===== src/rtl/multi_cycle_ctrl.sv =====
// Multi-cycle control FSM: walks each instruction through IF/ID/EXE/MEM/WB
// and drives the datapath enables and mux selects from the current state.
module multi_cycle_ctrl (
    input  logic       CLK,
    input  logic       Reset,
    input  logic [5:0] opcode,
    input  logic       zero,
    output logic [2:0] state,
    output logic       PCWre,
    output logic       IRWre,
    output logic       InsMemRW,
    output logic       RegWre,
    output logic [1:0] RegDst,
    output logic       WrRegDSrc,
    output logic       ALUSrcA,
    output logic       ALUSrcB,
    output logic [2:0] ALUOp,
    output logic       ExtSel,
    output logic       mRD,
    output logic       mWR,
    output logic       DBDataSrc,
    output logic [1:0] PCSrc
);

    typedef enum logic [2:0] {
        sIF    = 3'b000,
        sID    = 3'b001,
        sExeLs = 3'b010,
        sMem   = 3'b011,
        sWbLd  = 3'b100,
        sExeBr = 3'b101,
        sExeAl = 3'b110,
        sWbAl  = 3'b111
    } ctrlStateT;

    localparam logic [5:0] OP_ADD   = 6'b000000;
    localparam logic [5:0] OP_SUB   = 6'b000001;
    localparam logic [5:0] OP_ADDIU = 6'b000010;
    localparam logic [5:0] OP_AND   = 6'b010000;
    localparam logic [5:0] OP_ORI   = 6'b010010;
    localparam logic [5:0] OP_SLT   = 6'b100110;
    localparam logic [5:0] OP_SW    = 6'b110000;
    localparam logic [5:0] OP_LW    = 6'b110001;
    localparam logic [5:0] OP_BEQ   = 6'b110100;
    localparam logic [5:0] OP_J     = 6'b111000;
    localparam logic [5:0] OP_JR    = 6'b111001;
    localparam logic [5:0] OP_JAL   = 6'b111010;
    localparam logic [5:0] OP_HALT  = 6'b111111;

    localparam logic [2:0] ALU_ADD = 3'b000;
    localparam logic [2:0] ALU_SUB = 3'b001;
    localparam logic [2:0] ALU_AND = 3'b100;
    localparam logic [2:0] ALU_OR  = 3'b101;
    localparam logic [2:0] ALU_SLT = 3'b110;

    ctrlStateT stateQ, stateD;
    logic      haltedQ, haltedD;
    logic      isRType, isAlImm;
    logic      alSrcB, alExt;
    logic [2:0] alOp;

    assign isRType = (opcode == OP_ADD) || (opcode == OP_SUB) ||
                     (opcode == OP_AND) || (opcode == OP_SLT);
    assign isAlImm = (opcode == OP_ADDIU) || (opcode == OP_ORI);

    // Halt keeps the register at IF; the flag alone distinguishes it.
    assign state = stateQ;

    always_ff @(posedge CLK or negedge Reset) begin
        if (!Reset) begin
            stateQ  <= sIF;
            haltedQ <= 1'b0;
        end else begin
            stateQ  <= stateD;
            haltedQ <= haltedD;
        end
    end

    // ALU controls for the EXE_AL/WB_AL pair, held steady across both states.
    always_comb begin
        alSrcB = 1'b0;
        alExt  = 1'b0;
        alOp   = ALU_ADD;
        case (opcode)
            OP_SUB:   alOp = ALU_SUB;
            OP_AND:   alOp = ALU_AND;
            OP_SLT:   alOp = ALU_SLT;
            OP_ADDIU: begin alSrcB = 1'b1; alExt = 1'b1; alOp = ALU_ADD; end
            OP_ORI:   begin alSrcB = 1'b1; alExt = 1'b0; alOp = ALU_OR;  end
            default:  ;
        endcase
    end

    always_comb begin
        stateD    = stateQ;
        haltedD   = haltedQ;
        PCWre     = 1'b0;
        IRWre     = 1'b0;
        InsMemRW  = 1'b0;
        RegWre    = 1'b0;
        RegDst    = 2'b00;
        WrRegDSrc = 1'b0;
        ALUSrcA   = 1'b0;
        ALUSrcB   = 1'b0;
        ALUOp     = ALU_ADD;
        ExtSel    = 1'b0;
        mRD       = 1'b0;
        mWR       = 1'b0;
        DBDataSrc = 1'b0;
        PCSrc     = 2'b00;
        // Outputs are held at 0 while in reset or halted.
        if (Reset && !haltedQ) begin
            case (stateQ)
                sIF: begin
                    InsMemRW = 1'b1;
                    IRWre    = 1'b1;
                    stateD   = sID;
                end
                sID: begin
                    if (isRType || isAlImm) begin
                        stateD = sExeAl;
                    end else if (opcode == OP_LW || opcode == OP_SW) begin
                        stateD = sExeLs;
                    end else if (opcode == OP_BEQ) begin
                        stateD = sExeBr;
                    end else if (opcode == OP_HALT) begin
                        haltedD = 1'b1;
                        stateD  = sIF;
                    end else begin
                        PCWre  = 1'b1;
                        stateD = sIF;
                        if (opcode == OP_J) begin
                            PCSrc = 2'b11;
                        end else if (opcode == OP_JR) begin
                            PCSrc = 2'b10;
                        end else if (opcode == OP_JAL) begin
                            PCSrc     = 2'b11;
                            RegWre    = 1'b1;
                            RegDst    = 2'b00;
                            WrRegDSrc = 1'b0;
                        end
                    end
                end
                sExeAl: begin
                    ALUSrcB = alSrcB;
                    ALUOp   = alOp;
                    ExtSel  = alExt;
                    stateD  = sWbAl;
                end
                sWbAl: begin
                    ALUSrcB   = alSrcB;
                    ALUOp     = alOp;
                    ExtSel    = alExt;
                    RegWre    = 1'b1;
                    WrRegDSrc = 1'b1;
                    RegDst    = isRType ? 2'b10 : 2'b01;
                    PCWre     = 1'b1;
                    stateD    = sIF;
                end
                sExeBr: begin
                    ALUOp  = ALU_SUB;
                    ExtSel = 1'b1;
                    PCWre  = 1'b1;
                    PCSrc  = zero ? 2'b01 : 2'b00;
                    stateD = sIF;
                end
                sExeLs: begin
                    ALUSrcB = 1'b1;
                    ALUOp   = ALU_ADD;
                    ExtSel  = 1'b1;
                    stateD  = sMem;
                end
                sMem: begin
                    ALUSrcB = 1'b1;
                    ALUOp   = ALU_ADD;
                    ExtSel  = 1'b1;
                    if (opcode == OP_LW) begin
                        mRD    = 1'b1;
                        stateD = sWbLd;
                    end else begin
                        mWR    = 1'b1;
                        PCWre  = 1'b1;
                        stateD = sIF;
                    end
                end
                sWbLd: begin
                    RegWre    = 1'b1;
                    RegDst    = 2'b01;
                    WrRegDSrc = 1'b1;
                    DBDataSrc = 1'b1;
                    PCWre     = 1'b1;
                    stateD    = sIF;
                end
                default: stateD = sIF;
            endcase
        end
    end

endmodule

===== config.mk =====
export PLATFORM = sky130hd
export DESIGN_NAME = multi_cycle_ctrl
export DESIGN_NICKNAME = d
export VERILOG_FILES = /design/src/rtl/multi_cycle_ctrl.sv
export SDC_FILE = /design/constraint.sdc
export NUM_CORES = 1
export LEC_CHECK = 0
export CORE_MARGIN = 3
export CORE_UTILIZATION = 30
export CTS_CLUSTER_DIAMETER = 60
export DETAILED_ROUTE_END_ITERATION = 8
export PLACE_DENSITY = 0.58
export SLEW_MARGIN = 10
export SYNTH_ARGS = -nofsm -noshare
export SYNTH_HDL_FRONTEND = slang
export SYNTH_SLANG_ARGS = --single-unit

===== constraint.sdc =====
create_clock -name CLK -period 1.44 [get_ports CLK]
set_input_delay 0.288 -clock CLK [delete_from_list [all_inputs] [get_ports CLK]]
set_output_delay 0.288 -clock CLK [all_outputs]
set_load 0.05 [all_outputs]

### M2 wires

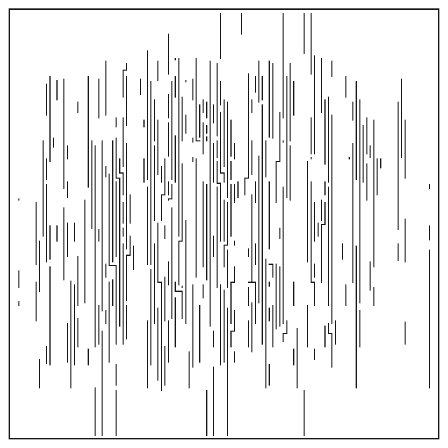
wire length on this layer	1800 um
longest straight run	35.0 um
nets with wire on the layer	176
main direction	vertical
met2 global-route usage: 0.373
via count: 1100

### Sizing map

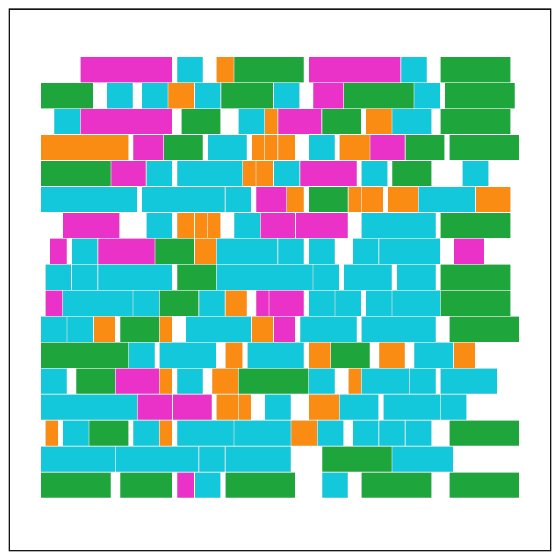
color	size	cells	share
orange	x1 and smaller	37	21%
cyan	x3 and x4	79	45%
green	x6 and larger	35	20%
magenta	x2	24	14%
slack of the critical path: -492 ps
Non-clk bufs: 85
post-route cell area: 2050 um2

### Clock nets

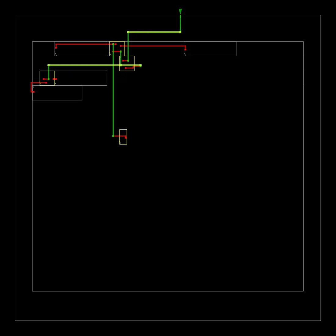
cts bufs inserted: 3
# clk buffers: 4

==> final timing paths <==
check | from | endpoint | slack, ps | cells after the start
worst max register to register | state[2] | state[2] | 20 | 5
min in group CLK | opcode[3] | state[2] | 540 | 3
worst min-delay path | Reset | state[0] | 80 | 2
worst max-delay path | state[2] | PCSrc[1] | -490 | 6
worst min register to register | haltedQ | haltedQ | 550 | 1
max in group asynchronous | Reset | state[1] | 1210 | 2
==> metrics by stage <==
step / instances / total power [mW] / util / setup WS (ps)
after floorplan: 99 / 1.13 / - / -527
after global placement: 186 / 1.72 / 0.738 / -695
after detailed placement: 186 / 1.75 / 0.738 / -733
after CTS: 198 / 2.09 / 0.834 / -460
after global routing: 203 / 2.40 / 0.886 / -535
final: 203 / 2.30 / 0.886 / -492
==> placed cells by master (no fill, tap or decap), drive strengths merged, types with 3 or more instances in the layout <==
| cell type | count |
|---|---|
| nor2 | 7 |
| dfrtp | 4 |
| nor2b | 4 |
| a21oi | 5 |
| nand4b | 3 |
| nor3b | 3 |
| nor4 | 5 |
| clkbuf | 5 |
| nand3 | 6 |
| nand2b | 3 |
| buf | 81 |
| nand2 | 10 |
| nor3 | 9 |
==> what timing repair did <==
| action | in CTS | in global routing |
|---|---|---|
| gates resized | 57 | 19 |
| buffers inserted | 10 | 5 |
| setup endpoints to repair | 20 | 19 |
| pin swaps | 16 | 9 |
==> power by group <==
part           switching (mW)  internal, mW  total (mW)  leakage, nW
registers              0.0546         0.153       0.207       0.0479
clock network          0.0607         0.105       0.166       0.0150
logic                   0.976         0.951        1.93        0.780
total                    1.09          1.21        2.30        0.843
==> sequential cells by signal, indices dropped and copies added, names as in the netlist <==
signal   cells
state        3
haltedQ      1
==> layer usage <==
metal  routed length [um]  up-vias  part of all wire  GRT usage
met5                    0        -                 0          0
li1                     -      522                 -          -
met4                   62        0             0.018     0.0678
met3                  140        6             0.041     0.0299
met1                 1400      531              0.41      0.262
met2                 1800       41              0.53      0.373
==> area by class of cell <==
cell class                      instances  share of cell area
Timing Repair Buffer                   85               0.464
Tap cell                               28              0.0171
Sequential cell                         4              0.0506
Clock buffer                            4              0.0128
Multi-Input combinational cell         81               0.454
Inverter                                1             0.00183
==> kinds of logic after synthesis <==
logic type	synth area share
AND/OR/NAND/NOR	0.504
other	0.00489
AND-OR/OR-AND	0.219
flip-flops	0.131
buffers and inverters	0.130
XOR/XNOR	0.0114
==> ci_impl_report.md <==
## Implementation flow summary

| Metric | Value |
|---|---|
| Mapped cell area | `~770 um2` |
| Die Y | `about 57 um` |
| Die area | `roughly 3200 um2` |
| Hold Slack | `about 80 ps` |
| Max Cap Viol | `0` |
| Slack of the critical path | `-492 ps` |
| Clk Tree Root Cell | `clkbuf_4` |
| CTS H-tree lvls | `1` |
| Flop area | `104 um2` |
| Core Rows | `17` |
| Critical-path maximum fanout | `3` |
| Synth Seq Share | `0.131` |
| Slowest CP cell | `dfrtp_2` |
| Outcome | `finished with violations` |
| Fp util | `0.331` |
| Top-count cell post-synth | `nand2_1` |
| Leak | `around 0.84 nW` |
| Synth top area cells | `dfrtp_1, buf_4, nand2_1, buf_6, nor4_1` |
| Total iterations of the first detailed-routing run | `4` |
| #FFs+latches synth | `4` |
| Violated checks | `negative setup slack` |
| Synth Net Count | `around 110` |
| Total GRT Usage | `0.212` |
| Synthesized area per cell | `between 7 and 8 um2` |
| Critical path required time | `between 1000 and 1500 ps` |
| RSZ-0062 raised after global routing | `true` |
| Ports | `30` |
| Starting DRC count in detailed routing | `37` |
| Arr. time, crit path | `1640 ps` |
| Final Hold Vio Count | `0` |
| Post-DRT Antenna Nets | `0` |
| Pins over their slew limit | `0` |
| PwrDens | `~1100 nW/um2` |
| Fmax | `slightly above 500 MHz` |
| Gate Area | `932 um2` |
| Antenna fix cells | `0` |
| Crit. End Element | `output pin` |
| Worst skew pair latency | `roughly 250 ps` |
| Placed cell area | `around 1700 um2` |
| Cell family contributing the most delay on the critical path | `buffers and inverters` |
| DR DRC count | `0` |
| Core area | `about 2300 um2` |
| Buf/Inv on CP | `3` |
| Die span in x | `roughly 57 um` |
| PortBufs | `28` |
| Top cells by count | `nand2_1, nor2_1, nor3_1` |
| Grt ovf | `0` |
| WL per Instance | `16.8 um` |
| Min-Delay Path Class | `primary input to asynchronous set/reset pin` |
| DP Wirelength | `2250 um` |
| Number of global-route vias before repair | `1135` |
| Filler Cell Count | `110` |
| Worst path cell trace | `nor3b_4 -> buf_4 -> nand2_4 -> buf_6 -> a211oi_4 -> buf_12` |
| Primary FF master, synth | `dfrtp_1` |
| Worst-case clock skew | `between 20 and 25 ps` |
| # clock sinks | `4` |
| Routability cong. | `0.798` |
| Via-to-Cell Ratio | `roughly 5.4` |
| Synth Warn # | `0` |
| Minimum clock period | `around 1900 ps` |
| Nets | `between 150 and 200` |
| Clock transition at the registers of the reported paths | `about 60 ps` |
| Slowest stage delay, CP | `430 ps` |
| Pin count of the biggest net entering global routing | `16` |
| Hold_buf cts | `0` |
| Yosys stat area | `between 700 and 800 um2` |
| Peak VDD IR | `roughly 2 mV` |
| WS Path Type | `register to output pin` |
| Setup TNS | `-6310 ps` |
| Type of origin of the critical path | `register` |
| Clock Tree Buf Depth | `2` |
| Post-layout period usage | `1.34` |
| Share of cells above drive strength 1 | `0.789` |
| Leading area contributor after synthesis | `dfrtp_1` |
| Post-synth EDFFs | `0` |
| Cell count listed in synth_stat.txt | `99` |
| Antenna violations before repair | `0` |
| Final wirelength | `3400 um` |
| Setup-failing EPs final | `17` |
| Number of library cell types mapped by synthesis | `about 44` |
| Syn Inst Count | `between 90 and 100` |
| Layout area overhead | `168%` |
| OpenROAD warning count | `29` |
| CTS tree | `built` |
| Top cell area share | `0.131` |
| Post-synth ARST share | `1.00` |
| First-pass GRT wire length | `about 5500 um` |
No activity file was given, so power comes from the tool's default toggle rates.
